$ cat src/rtl/sseg_scan_driver.sv
// Four-digit multiplexed seven-segment driver for the stopwatch display (ss.hh).
// Digits are latched once per frame; outputs are registered one cycle behind idx/snap.
module sseg_scan_driver #(
    parameter int REFRESH_DIV = 100000
) (
    input  logic       clk,
    input  logic       reset,
    input  logic [3:0] d0,
    input  logic [3:0] d1,
    input  logic [3:0] d2,
    input  logic [3:0] d3,
    output logic [6:0] seg,
    output logic       dp,
    output logic [3:0] an
);

    // A one-cycle dwell still needs a 1-bit counter that simply sits at zero.
    localparam int CW = (REFRESH_DIV > 1) ? $clog2(REFRESH_DIV) : 1;
    localparam logic [CW-1:0] CNT_LAST = CW'(REFRESH_DIV - 1);
    localparam logic [CW-1:0] CNT_ZERO = {CW{1'b0}};
    localparam logic [CW-1:0] CNT_ONE  = CW'(1);

    // Active-low {g,f,e,d,c,b,a}; anything outside 0..9 renders as a dash.
    function automatic logic [6:0] bcd_to_seg(input logic [3:0] v);
        logic [6:0] s;
        case (v)
            4'd0:    s = 7'h40;
            4'd1:    s = 7'h79;
            4'd2:    s = 7'h24;
            4'd3:    s = 7'h30;
            4'd4:    s = 7'h19;
            4'd5:    s = 7'h12;
            4'd6:    s = 7'h02;
            4'd7:    s = 7'h78;
            4'd8:    s = 7'h00;
            4'd9:    s = 7'h10;
            default: s = 7'h3F;
        endcase
        return s;
    endfunction

    logic [CW-1:0] cnt_r;
    logic [1:0]    idx_r;
    logic [3:0]    snap_r [0:3];
    logic [3:0]    an_r;
    logic [6:0]    seg_r;
    logic          dp_r;

    logic          tc_s;
    logic          frame_start_s;
    logic [CW-1:0] cnt_nxt_s;
    logic [1:0]    idx_nxt_s;
    logic [3:0]    digit_s;
    logic [3:0]    an_nxt_s;
    logic [6:0]    seg_nxt_s;
    logic          dp_nxt_s;

    // Refresh counter and digit ring advance.
    always_comb begin
        tc_s          = (cnt_r == CNT_LAST);
        frame_start_s = (cnt_r == CNT_ZERO) && (idx_r == 2'd0);
        cnt_nxt_s     = cnt_r;
        idx_nxt_s     = idx_r;
        if (tc_s) begin
            cnt_nxt_s = CNT_ZERO;
            idx_nxt_s = idx_r + 2'd1;
        end else begin
            cnt_nxt_s = cnt_r + CNT_ONE;
            idx_nxt_s = idx_r;
        end
    end

    // Next output values from the current digit slot and snapshot.
    always_comb begin
        digit_s   = snap_r[idx_r];
        an_nxt_s  = 4'b1111;
        seg_nxt_s = bcd_to_seg(digit_s);
        dp_nxt_s  = 1'b1;
        case (idx_r)
            2'd0:    an_nxt_s = 4'b1110;
            2'd1:    an_nxt_s = 4'b1101;
            2'd2:    an_nxt_s = 4'b1011;
            2'd3: begin
                // Tens-of-seconds leading zero stays dark.
                if (digit_s == 4'd0) begin
                    an_nxt_s = 4'b1111;
                end else begin
                    an_nxt_s = 4'b0111;
                end
            end
            default: an_nxt_s = 4'b1111;
        endcase
        if (idx_r == 2'd2) begin
            dp_nxt_s = 1'b0;
        end else begin
            dp_nxt_s = 1'b1;
        end
    end

    // Scan state, frame snapshot and registered display outputs.
    always_ff @(posedge clk) begin
        if (reset) begin
            cnt_r     <= CNT_ZERO;
            idx_r     <= 2'd0;
            snap_r[0] <= 4'd0;
            snap_r[1] <= 4'd0;
            snap_r[2] <= 4'd0;
            snap_r[3] <= 4'd0;
            an_r      <= 4'b1111;
            seg_r     <= 7'h7F;
            dp_r      <= 1'b1;
        end else begin
            cnt_r <= cnt_nxt_s;
            idx_r <= idx_nxt_s;
            if (frame_start_s) begin
                snap_r[0] <= d0;
                snap_r[1] <= d1;
                snap_r[2] <= d2;
                snap_r[3] <= d3;
            end
            an_r  <= an_nxt_s;
            seg_r <= seg_nxt_s;
            dp_r  <= dp_nxt_s;
        end
    end

    assign an  = an_r;
    assign seg = seg_r;
    assign dp  = dp_r;

endmodule

$ cat config.mk
export PLATFORM = sky130hd
export DESIGN_NAME = sseg_scan_driver
export DESIGN_NICKNAME = d
export VERILOG_FILES = /design/src/rtl/sseg_scan_driver.sv
export SDC_FILE = /design/constraint.sdc
export NUM_CORES = 1
export LEC_CHECK = 0
export ABC_AREA = 1
export CORE_MARGIN = 2
export CORE_UTILIZATION = 57
export CTS_BUF_LIST = sky130_fd_sc_hd__clkbuf_2
export DETAILED_ROUTE_END_ITERATION = 12
export PLACE_DENSITY = 0.82
export SYNTH_ARGS = -nofsm -noshare
export SYNTH_HDL_FRONTEND = slang
export SYNTH_SLANG_ARGS = --single-unit
$ cat constraint.sdc
create_clock -name clk -period 2.1 [get_ports clk]
set_clock_uncertainty 0.1 [all_clocks]
set_input_delay 0.525 -clock clk [delete_from_list [all_inputs] [get_ports clk]]
set_output_delay 0.525 -clock clk [all_outputs]
set_load 0.02 [all_outputs]
### Cells by drive strength, run 1

Bar = 20 um.
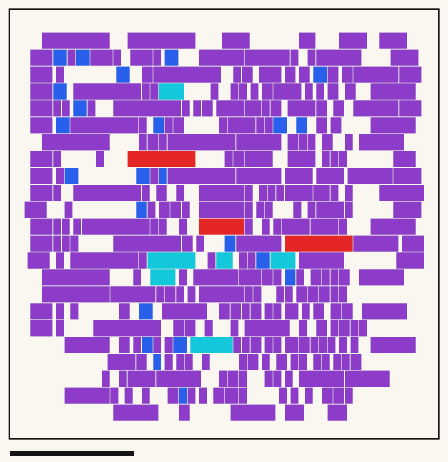
Red shows _6 and larger, cells 3, share 0.90%. Purple shows _0 and _1 cells, cells 300, share 90%. Cyan shows _3 and _4 cells, cells 6, share 1.8%. Blue shows _2 cells, cells 23, share 6.9%.

### Where the registers sit, run 1

Bar = 20 um.
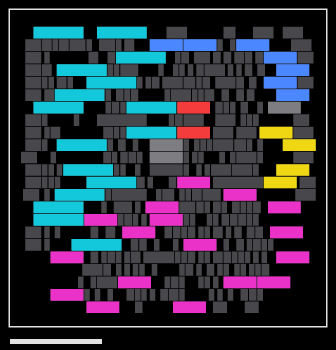
Red shows idx_r, placed flops 2. Yellow shows an, placed flops 4, where middle right. Blue shows seg, placed flops 7, where upper right. Cyan shows snap_r, placed flops 16. Magenta shows cnt_r, placed flops 17.
Another 3 sequential cells are not coloured.
sequential share of cell area: 40.0%
final core occ: 70.9%
Seq. cell area: 1140 sq um
sequential power: 1.07 mW

### Close-up of the layout, run 1

Window x 37 to 67, y 2 to 32 um. Cells in grey, sequential cells in the stronger grey; small squares are vias.
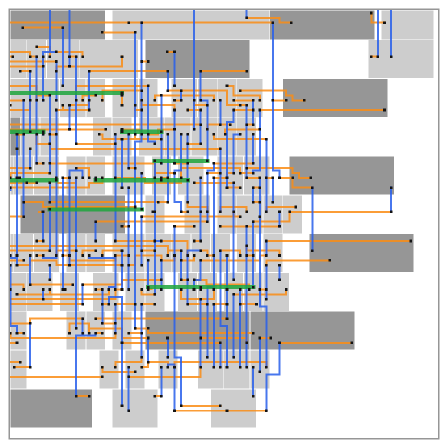
Blue shows metal 2. Green shows metal 3. Orange shows metal 1.
Most frequent: nand2_1 (19), nor2_1 (17). Netlist names of flops here include cnt_r (9), an (1). 85 logic cells have their middle in the window. Sequential cells in the window: 10.

==> Slide: Implementation Results, run 1 <==
Implementation Results

Synth
  • Asr flop ratio synth: 0%
  • Most used DFF post-synth: dfxtp_1
  • Synth cell count leaders: nand2_1, inv_1, nand3_1, nor2_1, dfxtp_1
  • Flip-flops with a built-in enable: 16
  • Yosys Chip Area: 2400 sq um

Floorplan
  • Starting Density: 59.5%
  • Die H: 68.9 um

CTS
  • H-Tree Level Count: 2
  • Postcts setup bufs: 0
  • Hold buffer count at cts: 0

Finish
  • Dominant logic cell type in the layout: nand2_1
  • Nets: 362
  • Non-clock buffer area fraction after layout: 11.8%
  • MI comb cells: 198

Final timing
  • Crit share post-route: 95.4%
  • Max Slew Vio Count: 0

Status
  • Outcome: complete, no violations

Setup path
  • Reg2reg path depth: 9
  • WS Path Type: register to output pin

Placed design
  • DP Wirelength: 3070 um
  • Area after DPL: 2750 sq um

Drt
  • Initial DRC Count: 122
  • Via/cell ratio: 5.01
  • Via count: 1912
[run 1: flip-flops by register name (all words and copies together), names as in the netlist, named ones only]
register	flops
idx_r	2
dp	1
seg	7
an	4
cnt_r	17
snap_r	16
[run 1: kinds of logic (layout without fill, tap and decap cells)]
kind of cell,Yosys count,in the layout,synth area share (%)
AND-OR/OR-AND,18,18,4.07
XOR/XNOR,2,2,0.730
adder cells (fa/ha/maj),13,13,6.78
buffers and inverters,50,85,8.61
flip-flops,49,49,47.6
AND/OR/NAND/NOR,165,165,32.2
[run 1: final timing paths]
check            from        to
min reg2reg  cnt_r[0]  cnt_r[0]
max reg2reg  register    seg[5]
min          cnt_r[0]  cnt_r[0]
max            seg[2]    seg[2]
[run 1: through the flow]
| step | hold WS [ns] | power [mW] | utilization, % | instances |
|---|---|---|---|---|
| after global routing | 0.439 | 2.07 | 70.9 | 382 |
| final | 0.395 | 1.98 | 70.9 | 382 |
| after global placement | 0.349 | 1.37 | 68.1 | 374 |
| after floorplan | 0.330 | 1.27 | - | 297 |
| after CTS | 0.404 | 2.00 | 70.4 | 382 |
| after detailed placement | 0.369 | 1.38 | 68.1 | 374 |
[run 1: worst register-to-register path, stage by stage, from the launching register on]
cell and delay, ns:
dfxtp_1 0.57, inv_2 0.14, nand2_1 0.08, nand3_1 0.07
nand2_1 0.18, inv_1 0.11, ha_1 0.18, nand3b_1 0.18
nand3_1 0.11, nand3_1 0.07
[run 1: power breakdown]
part           switching (mW)  leakage, nW  internal [mW]
registers              0.0204        0.445           1.05
clock network           0.309       0.0529          0.318
logic                   0.159        0.754          0.125
[run 1: layer usage]
layer  vias up  global-route usage, %  share of wire (%)
met5         -                      0                  0
li1       1005                      -                  -
met3         6                   5.52                4.8
met2        54                   37.4                 47
met4         0                   8.09                1.5
met1       847                   26.5                 47
### The clock network, run 1

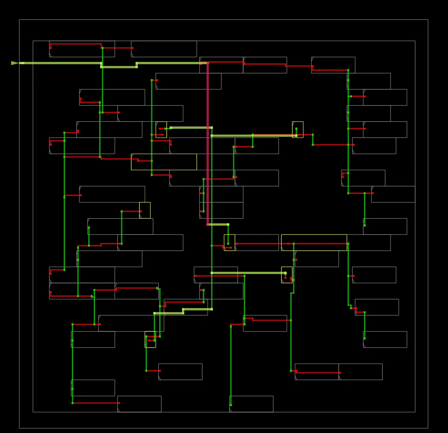

==> run 2, diff against run 1 <==
- CELL_PAD_IN_SITES_DETAIL_PLACEMENT: unset -> 2
- CELL_PAD_IN_SITES_GLOBAL_PLACEMENT: unset -> 2
- CORE_UTILIZATION: 57 -> 30
- PLACE_DENSITY: 0.82 -> 0.74
### The clock network, run 2

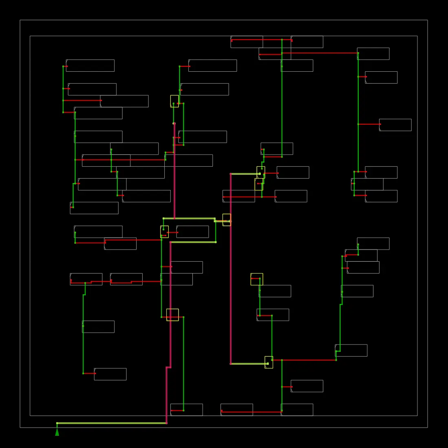
TritonCTS buffer count: 5
TritonCTS sink count: 49
FF+latch count: 49
clk pwr: 402 uW
worst skew pair latency: 0.45 ns

==> run 2 against run 1 <==
Against the previous run: global-route usage is 8.1 points lower; sequential share of layout area is 0.94 points lower; setup slack better by 0.14 ns; die area is 84% higher; sequential power hardly changed.
==> Slide: Implementation Results, run 2 <==
Implementation Results

Status
  • Outcome: complete, no violations

Min path
  • Hold EP: cnt_r[0]
  • Hold Startpoint: cnt_r[0]
  • Hold path cells: 1

Power
  • Reg power frac: 60.5% (+6.5 points)
  • Clock power share: 22.7% (-8.9 points)
  • Switching power: 505 uW (+3.5%)
  • Int Pwr: 1.27 mW (-15%)
  • Comb pwr share: 16.9% (+2.6 points)
  • Total Power: 1.77 mW (-11%)

Floorplan
  • Die H: 93.4 um (+36%)
  • Starting Density: 31.0% (-28 points)

Drt
  • Via/cell ratio: 4.55 (-9.2%)
  • Initial DRC Count: 33 (-73%)
  • Via count: 1991 (+4.1%)
  • DR top layer: met4
  • Metal2 WL: 2780 um (+37%)
  • Antenna-violating nets left: 0
  • M1 WL: 2680 um (+33%)
  • Met3 wire len: 168 um (-18%)

Finish
  • Post-Layout Cell Count: 438 (+15%)
  • Seq. cell area: 1140 sq um (unchanged)
  • Dominant logic cell type in the layout: nand2_1
  • Comb gate area: 1050 sq um
  • Nets: 366 (+1.1%)
  • Max FFs per register: 17 (unchanged)

Setup path
  • Worst setup startpoint: idx_r[0]
  • FF-to-FF End: snap_r[3][3]
  • R2r startpoint: idx_r[0]
  • Reg2reg path depth: 7 (-2)
  • WS Path Type: register to register
  • Worst path cell trace: inv_1, ha_1, nand3_1, nor2_1, nand3_1, nand2_1, buf_12

Final timing
  • Crit share post-route: 88.7% (-6.8 points)
  • Final setup fails: 0
  • Fin Hold WS: 0.399 ns (+0.00320 ns)
  • Max Slew Vio Count: 0 (unchanged)

CTS
  • H-Tree Level Count: 2 (unchanged)
  • Worst-path clk slew: 0.26 ns

Synth
  • Most used DFF post-synth: dfxtp_1
  • Synth cell count leaders: nand2_1, inv_1, nand3_1, nor2_1, dfxtp_1
  • Yosys Chip Area: 2400 sq um (unchanged)
  • Asr flop ratio synth: 0% (unchanged)
  • Seq share, synth: 47.6%
  • Syn Inst Count: 297
  • Flip-flops with a built-in enable: 16 (unchanged)

Global route
  • Number of global-route vias before repair: 2050

Placed design
  • Placed cell count: 429 (+15%)
  • Area after DPL: 2830 sq um (+3.2%)
  • DP Wirelength: 4370 um (+43%)

Flow run
  • Tool Warnings: 36
### Where the registers sit, run 2

Bar = 20 um.
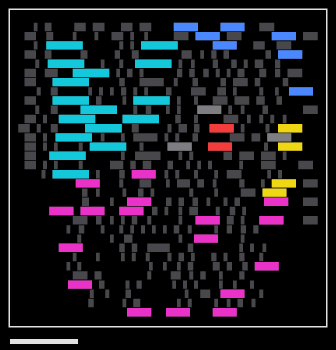
Red shows idx_r, placed flops 2. Magenta shows cnt_r, placed flops 17. Yellow shows an, placed flops 4, where middle right. Blue shows seg, placed flops 7. Cyan shows snap_r, placed flops 16.
final core occ: 37.8%
sequential share of cell area: 39.0%

[run 2: routing by layer]
| metal | GRT usage (%) | vias up |
|---|---|---|
| met5 | 0 | - |
| met4 | 5.15 | 0 |
| met3 | 2.66 | 7 |
| met2 | 23.0 | 29 |
| met1 | 17.8 | 943 |
| li1 | - | 1012 |
[run 2: power by group through the flow]
| stage | Clock [mW] | Combinational, mW | Sequential, mW |
|---|---|---|---|
| after floorplan | 0 | 0.151 | 1.11 |
| after global placement | 0 | 0.293 | 1.09 |
| after detailed placement | 0 | 0.301 | 1.09 |
| after CTS | 0.428 | 0.301 | 1.07 |
| after global routing | 0.460 | 0.335 | 1.08 |
| final | 0.402 | 0.299 | 1.07 |
[run 2: what timing repair did]
action | 4_1_cts | 5_1_grt
hold buffers | 0 | 0
resized | 1 | 11
setup endpoints to repair | 1 | 18
pin swaps | 0 | 1
buffers inserted | 0 | 1
[run 2: area by class of cell]
cell class	count	share of cell area [%]
clock buffer	6	1.03
timing repair buffer	35	13.2
clock inverter	2	0.513
multi-input combinational	198	35.9
inverter	46	5.91
sequential	49	39.0
tap	102	4.36
[run 2: logic make-up after synthesis]
logic type	share of synthesized area, %
AND-OR/OR-AND	4.07
XOR/XNOR	0.730
adder cells (fa/ha/maj)	6.78
buffers and inverters	8.61
flip-flops	47.6
AND/OR/NAND/NOR	32.2
[run 2: how the worst max path moves through the flow]
stage / end / slack [ns] / depth (start not counted)
3_5_place_dp: snap_r[3][3] / 0.14 / 4
3_3_place_gp: snap_r[2][1] / 0.19 / 4
6_report: snap_r[3][3] / 0.24 / 7
2_1_floorplan: snap_r[0][0] / 0.26 / 3
5_1_grt: snap_r[2][0] / 0.05 / 7
4_1_cts: seg[4] / 0.003 / 1
No activity file was given, so power comes from the tool's default toggle rates.
